[src/rtl/alt_dfe_rmw_master.sv]
// Avalon-MM read-modify-write master for DFE reconfiguration via the AVMM-to-DPRIO gasket.
// Optional post-write readback check enabled by defining ALT_DFE_RMW_VERIFY_EN.
module alt_dfe_rmw_master #(
    parameter int AVMM_ADDR_WIDTH = 16,
    parameter int AVMM_DATA_WIDTH = 16,
    parameter int TIMEOUT_CYCLES  = 1023
) (
    input  logic                       i_avmm_clk,
    input  logic                       i_resetn,
    input  logic                       i_cmd_valid,
    output logic                       o_cmd_ready,
    input  logic [AVMM_ADDR_WIDTH-1:0] i_cmd_addr,
    input  logic [AVMM_DATA_WIDTH-1:0] i_cmd_mask,
    input  logic [AVMM_DATA_WIDTH-1:0] i_cmd_data,
    output logic                       o_done,
    output logic [1:0]                 o_status,
    output logic [AVMM_DATA_WIDTH-1:0] o_rdata,
    output logic [AVMM_ADDR_WIDTH-1:0] o_avmm_address,
    output logic                       o_avmm_read,
    output logic                       o_avmm_write,
    output logic [AVMM_DATA_WIDTH-1:0] o_avmm_writedata,
    input  logic [AVMM_DATA_WIDTH-1:0] i_avmm_readdata,
    input  logic                       i_avmm_waitrequest
);

    localparam logic [1:0]  ST_OK       = 2'd0;
    localparam logic [1:0]  ST_TIMEOUT  = 2'd1;
    localparam logic [1:0]  ST_MISMATCH = 2'd2;
    localparam logic [16:0] TMO_LIM     = 17'(TIMEOUT_CYCLES);

    typedef enum logic [2:0] {S_IDLE, S_RD, S_WR, S_VFY, S_DONE} state_t;

    typedef struct packed {
        logic [AVMM_DATA_WIDTH-1:0] mask;
        logic [AVMM_DATA_WIDTH-1:0] data;
    } cmd_t;

    state_t                     state, state_nxt;
    cmd_t                       cmd, cmd_nxt;
    logic [15:0]                tmo_cnt, tmo_cnt_nxt;
    logic                       rd_nxt, wr_nxt;
    logic [AVMM_ADDR_WIDTH-1:0] addr_nxt;
    logic [AVMM_DATA_WIDTH-1:0] wdata_nxt, rdata_nxt;
    logic [1:0]                 status_nxt;
    logic                       accept, tmo_hit;

    assign o_cmd_ready = (state == S_IDLE);
    assign o_done      = (state == S_DONE);
    assign accept      = i_cmd_valid && o_cmd_ready;
    // Abort on the edge that closes the TIMEOUT_CYCLES-th stalled cycle of a phase.
    assign tmo_hit     = (TIMEOUT_CYCLES != 0) && i_avmm_waitrequest &&
                         (({1'b0, tmo_cnt} + 17'd1) == TMO_LIM);

    always_ff @(posedge i_avmm_clk) begin
        if (!i_resetn) begin
            state            <= S_IDLE;
            cmd              <= '0;
            tmo_cnt          <= '0;
            o_avmm_read      <= 1'b0;
            o_avmm_write     <= 1'b0;
            o_avmm_address   <= '0;
            o_avmm_writedata <= '0;
            o_rdata          <= '0;
            o_status         <= ST_OK;
        end else begin
            state            <= state_nxt;
            cmd              <= cmd_nxt;
            tmo_cnt          <= tmo_cnt_nxt;
            o_avmm_read      <= rd_nxt;
            o_avmm_write     <= wr_nxt;
            o_avmm_address   <= addr_nxt;
            o_avmm_writedata <= wdata_nxt;
            o_rdata          <= rdata_nxt;
            o_status         <= status_nxt;
        end
    end

    always_comb begin
        state_nxt   = state;
        cmd_nxt     = cmd;
        tmo_cnt_nxt = tmo_cnt;
        rd_nxt      = o_avmm_read;
        wr_nxt      = o_avmm_write;
        addr_nxt    = o_avmm_address;
        wdata_nxt   = o_avmm_writedata;
        rdata_nxt   = o_rdata;
        status_nxt  = o_status;

        case (state)
            S_IDLE: begin
                if (accept) begin
                    cmd_nxt.mask = i_cmd_mask;
                    cmd_nxt.data = i_cmd_data;
                    addr_nxt     = i_cmd_addr;
                    status_nxt   = ST_OK;
                    tmo_cnt_nxt  = '0;
                    // Full-width update needs no read: write straight away.
                    if (i_cmd_mask == '1) begin
                        wdata_nxt = i_cmd_data;
                        rdata_nxt = '0;
                        wr_nxt    = 1'b1;
                        state_nxt = S_WR;
                    end else begin
                        rd_nxt    = 1'b1;
                        state_nxt = S_RD;
                    end
                end
            end

            S_RD: begin
                if (!i_avmm_waitrequest) begin
                    rdata_nxt   = i_avmm_readdata;
                    rd_nxt      = 1'b0;
                    tmo_cnt_nxt = '0;
                    if (cmd.mask == '0) begin
                        state_nxt = S_DONE;
                    end else begin
                        wdata_nxt = (i_avmm_readdata & ~cmd.mask) | (cmd.data & cmd.mask);
                        wr_nxt    = 1'b1;
                        state_nxt = S_WR;
                    end
                end else if (tmo_hit) begin
                    rd_nxt     = 1'b0;
                    status_nxt = ST_TIMEOUT;
                    state_nxt  = S_DONE;
                end else begin
                    tmo_cnt_nxt = tmo_cnt + 16'd1;
                end
            end

            S_WR: begin
                if (!i_avmm_waitrequest) begin
                    wr_nxt      = 1'b0;
                    tmo_cnt_nxt = '0;
`ifdef ALT_DFE_RMW_VERIFY_EN
                    rd_nxt      = 1'b1;
                    state_nxt   = S_VFY;
`else
                    state_nxt   = S_DONE;
`endif
                end else if (tmo_hit) begin
                    wr_nxt     = 1'b0;
                    status_nxt = ST_TIMEOUT;
                    state_nxt  = S_DONE;
                end else begin
                    tmo_cnt_nxt = tmo_cnt + 16'd1;
                end
            end

`ifdef ALT_DFE_RMW_VERIFY_EN
            S_VFY: begin
                if (!i_avmm_waitrequest) begin
                    rd_nxt     = 1'b0;
                    status_nxt = ((i_avmm_readdata & cmd.mask) != (cmd.data & cmd.mask))
                                 ? ST_MISMATCH : ST_OK;
                    state_nxt  = S_DONE;
                end else if (tmo_hit) begin
                    rd_nxt     = 1'b0;
                    status_nxt = ST_TIMEOUT;
                    state_nxt  = S_DONE;
                end else begin
                    tmo_cnt_nxt = tmo_cnt + 16'd1;
                end
            end
`endif

            S_DONE: state_nxt = S_IDLE;

            default: begin
                rd_nxt    = 1'b0;
                wr_nxt    = 1'b0;
                state_nxt = S_IDLE;
            end
        endcase
    end

endmodule

[config.mk]
export PLATFORM = sky130hd
export DESIGN_NAME = alt_dfe_rmw_master
export DESIGN_NICKNAME = d
export VERILOG_FILES = /design/src/rtl/alt_dfe_rmw_master.sv
export SDC_FILE = /design/constraint.sdc
export NUM_CORES = 1
export LEC_CHECK = 0
export CORE_MARGIN = 2
export CORE_UTILIZATION = 35
export CTS_BUF_LIST = sky130_fd_sc_hd__clkbuf_8
export DETAILED_ROUTE_END_ITERATION = 10
export PLACE_DENSITY_LB_ADDON = 0.2
export SETUP_SLACK_MARGIN = 0.1
export SYNTH_ARGS = -nofsm -noshare
export SYNTH_HDL_FRONTEND = slang
export SYNTH_SLANG_ARGS = --single-unit
[constraint.sdc]
create_clock -name i_avmm_clk -period 2.1 [get_ports i_avmm_clk]
set_input_delay 0.42 -clock i_avmm_clk [delete_from_list [all_inputs] [get_ports i_avmm_clk]]
set_output_delay 0.42 -clock i_avmm_clk [all_outputs]
set_load 0.02 [all_outputs]
==> impl_metrics.yaml <==
# yosys + openroad results
layout:
  clkcell_share: 0.0258
  layout.comb_gates.multi_input: 411
  multiInputGateArea_sq_um: 2530
  finalNetCount: 795
  inverters: 6
  antenna-diode-count: 0
  layout.clock_buffers: 11
  area.sequential_sq_um: 2070
  layout.cells.non_filler: 906
  tally_of_filler_cells_in_the_layout: 1226
  drive_gt1_frac: 0.192
  signal_buffers: 195
  largest_register: "cmd"
  flop-count: 102
  seq_area_frac: 0.298
  post-route-cell-area_sq_um: 6940
  proportion_of_final_cell_area_spent_on_non_clock_buffers: 0.275
  layout_top_cells_excl_fill_tap: "123 x nand2_1, 102 x clkdlybuf4s50_1, 90 x dfxtp_1"
  layout.cells.largest_class: "multi-input combinational cells"
  layout.core_utilization: 0.530
  areaGrowthSynthToFinish_pct: 49.8
  area.share.combinational: 0.365
  layout_top_cell_excl_fill_tap: "nand2_1"
  largest_register_ff_count: 32
worst_setup_path:
  rr_endpoint: "tmo_cnt[5]$_SDFFE_PN0P_"
  path_class: "reg2reg"
  worst-r2r-setup-slack_ns: -0.03
  critPathRequiredTime_ns: 2.40
  critical_path.reg2reg.startpoint: "tmo_cnt[3]$_SDFFE_PN0P_"
  timing.critical_path.fanout_max: 8
  ff2ff_path_depth: 8
  timing.critical_path.from: "tmo_cnt[3]$_SDFFE_PN0P_"
  worstSetupEndpointType: "register"
  critPathLaunchType: "register"
  worstSetupEndpoint: "tmo_cnt[5]$_SDFFE_PN0P_"
  critPathArrivalTime_ns: 2.44
global_route:
  via_count_of_the_first_global_routing_pass: 4586
  initial_antenna_violation_count: 0
  global_route_wire_length_before_repair_um: 23200
  grt_overflow: 0
  grt_start_max_net_pins: 81
  track_usage: 0.206
clocking:
  cts-buffers-inserted: 9
  tritoncts: "built"
  clockBufferDepth: 2
  holdBufCountCts: 0
  cts.root.buffer_cell: "clkbuf_8"
  htree_levels: 3
  clk_pin_slew_worst_paths_ns: 0.10
  post_cts.repair.setup_buffers: 6
  cts_resized: 55
  clock_sinks: 102
timing:
  rsz0062_at_grt: "yes"
  fmax_ghz: 0.469
  post-route-min-period_ns: 2.13
  worst_hold_margin_ns: 0.438
  report.final.hold_viol_count: 0
  worst_slew_margin_rel: 0.487
  post-route-worst-setup-slack_ns: -0.0332
  worst-slew-pin-transition_ns: 0.768
  slew_viol_final: 0
  finalSetupViolCount: 4
  timing.setup.tns_ns: -0.0660
  timing.final.crit_share: 1.02
die:
  pin_count: 122
  fp.dieW_um: 119
  core_utilization_at_floorplan: 0.354
  design.core.area_sq_um: 13100
  tapcell.inserted: 176
  num_rows: 42
  die-area_sq_um: 14200
  die_h_um: 119
drt:
  post_drt_wl_per_cell_um: 16.1
  vias_per_cell: 5.08
  detailroute.via_count: 4602
  detail_route.wirelength_um: 14600
  starting_drt_drc_count: 282
  drc_errors: 0
  drtAntennaViolNets: 0
  drt-pass1-iter-count: 4
logic_synthesis:
  mappedNetlistArea_sq_um: 4630
  synth_cell_type_count: 58
  synth_sequential_area_ratio: 0.441
  ys_area_sq_um: 4630
  synth.yosys.num_cells: 560
  fp_nets: 630
  syn_inst: 560
  synth_async_sr_flop_share: 0
  ys.flop_type: "dfxtp_1"
  yosysWarnings: 0
  synth-edff-count: 0
  synth_area_per_cell_sq_um: 8.27
  ys_seq_elements: 102
power_and_ir_drop:
  total_power_mw: 6.96
  vdd_ir_drop_max_v: 0.000559
  cellLeakagePower_nw: 2.65
  cellPowerDensity_nw_per_um2: 1000
min_path:
  hold_end: "cmd[24]$_SDFFE_PN0P_"
  holdPathStages: 3
  hold_start: "i_cmd_mask[8]"
  min-delay-path-class: "in2reg"
job:
  max_cap_violations: 0
  log.warning_count: 30
placed_design:
  dp.cells: 879
  placed_area_sq_um: 6460
  routabilityCongestion: 0.868
  pre_cts_ws_ns: -0.364
  portBuffers: 120
  post-dp-hpwl_um: 10200
run_status:
  status: "complete, but fails checks"
  violations_in_the_final_reports: "negative setup slack"
where the power goes:
group          internal [mW]  switching, mW  leakage, nW
clock network          0.487          0.684       0.0993
logic                   1.54           1.64         1.71
registers               2.31          0.299        0.839
total                   4.33           2.62         2.65
worst max-delay path, stage by stage (launching register included):
cell       delay (ns)
dfxtp_4          0.42
nand4_4          0.11
buf_4            0.17
nor4_4           0.29
or3_4            0.19
a2111oi_4        0.08
buf_4            0.18
or4b_1           0.47
a21oi_1          0.15
cells in the mapped netlist (7+ instances only):
cell type | number | area share
a21oi_1 | 62 | 0.067
a22oi_1 | 16 | 0.026
clkbuf_1 | 31 | 0.025
dfxtp_1 | 102 | 0.44
mux2i_1 | 33 | 0.071
nand2_1 | 123 | 0.10
nand3_1 | 11 | 0.012
nor2_1 | 45 | 0.036
nor3_1 | 8 | 0.0086
nor4_1 | 7 | 0.0095
o21ai_0 | 25 | 0.027
kinds of logic (layout without fill, tap and decap cells):
| group | Yosys count | after routing | synth area share |
|---|---|---|---|
| muxes | 33 | 33 | 0.0714 |
| DFF | 102 | 102 | 0.441 |
| buffers and inverters | 47 | 217 | 0.0432 |
| xor gates and xnor gates | 3 | 3 | 0.00568 |
| adders and majority gates | 2 | 2 | 0.00540 |
| AOI/OAI and AO/OA | 136 | 136 | 0.182 |
| and+or+nand+nor | 236 | 236 | 0.251 |
| other | 1 | 1 | 0.000810 |
layer usage:
| layer | routed length (um) | GRT usage | part of all wire | vias to the layer above |
|---|---|---|---|---|
| li1 | - | - | - | 2295 |
| met2 | 7210 | 0.344 | 0.49 | 118 |
| met1 | 6480 | 0.268 | 0.44 | 2173 |
| met5 | 0 | 0 | 0 | - |
| met4 | 187 | 0.0640 | 0.013 | 0 |
| met3 | 703 | 0.0426 | 0.048 | 16 |
Fig. 1: clock network drawn from the DEF
Bar = 20 um.
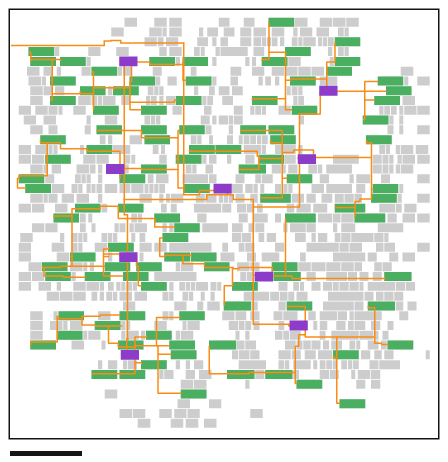
- orange: clock wires (length 1290 um)
- purple: cells driving clock nets (count 9)
- green: flip-flops (count 102)
- routed clock nets: 10
- flops lie: widely spread
clk latency late pin: 0.38 ns
maximum clock skew at final layout: 0.00983 ns
Clock net power: 1.17 mW
part of the power in the clock network: 0.168

Fig. 2: register map, names as in the netlist
Other sequential cells in the stronger grey, the rest of the logic in the fainter grey.
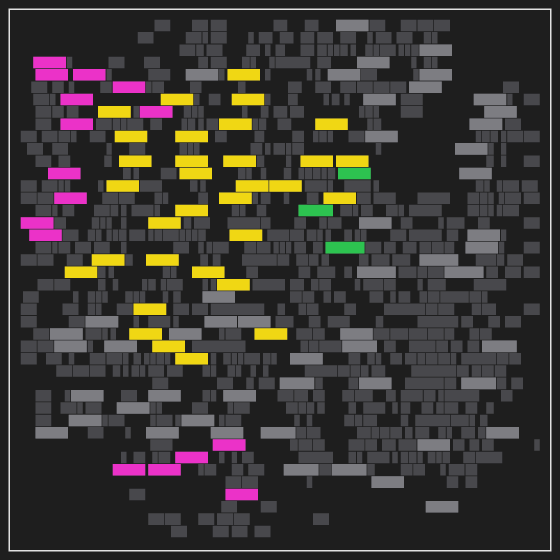
- green: state (placed flops 3)
- magenta: o_rdata (placed flops 16)
- yellow: cmd (placed flops 32)

No activity file was given, so power comes from the tool's default toggle rates.
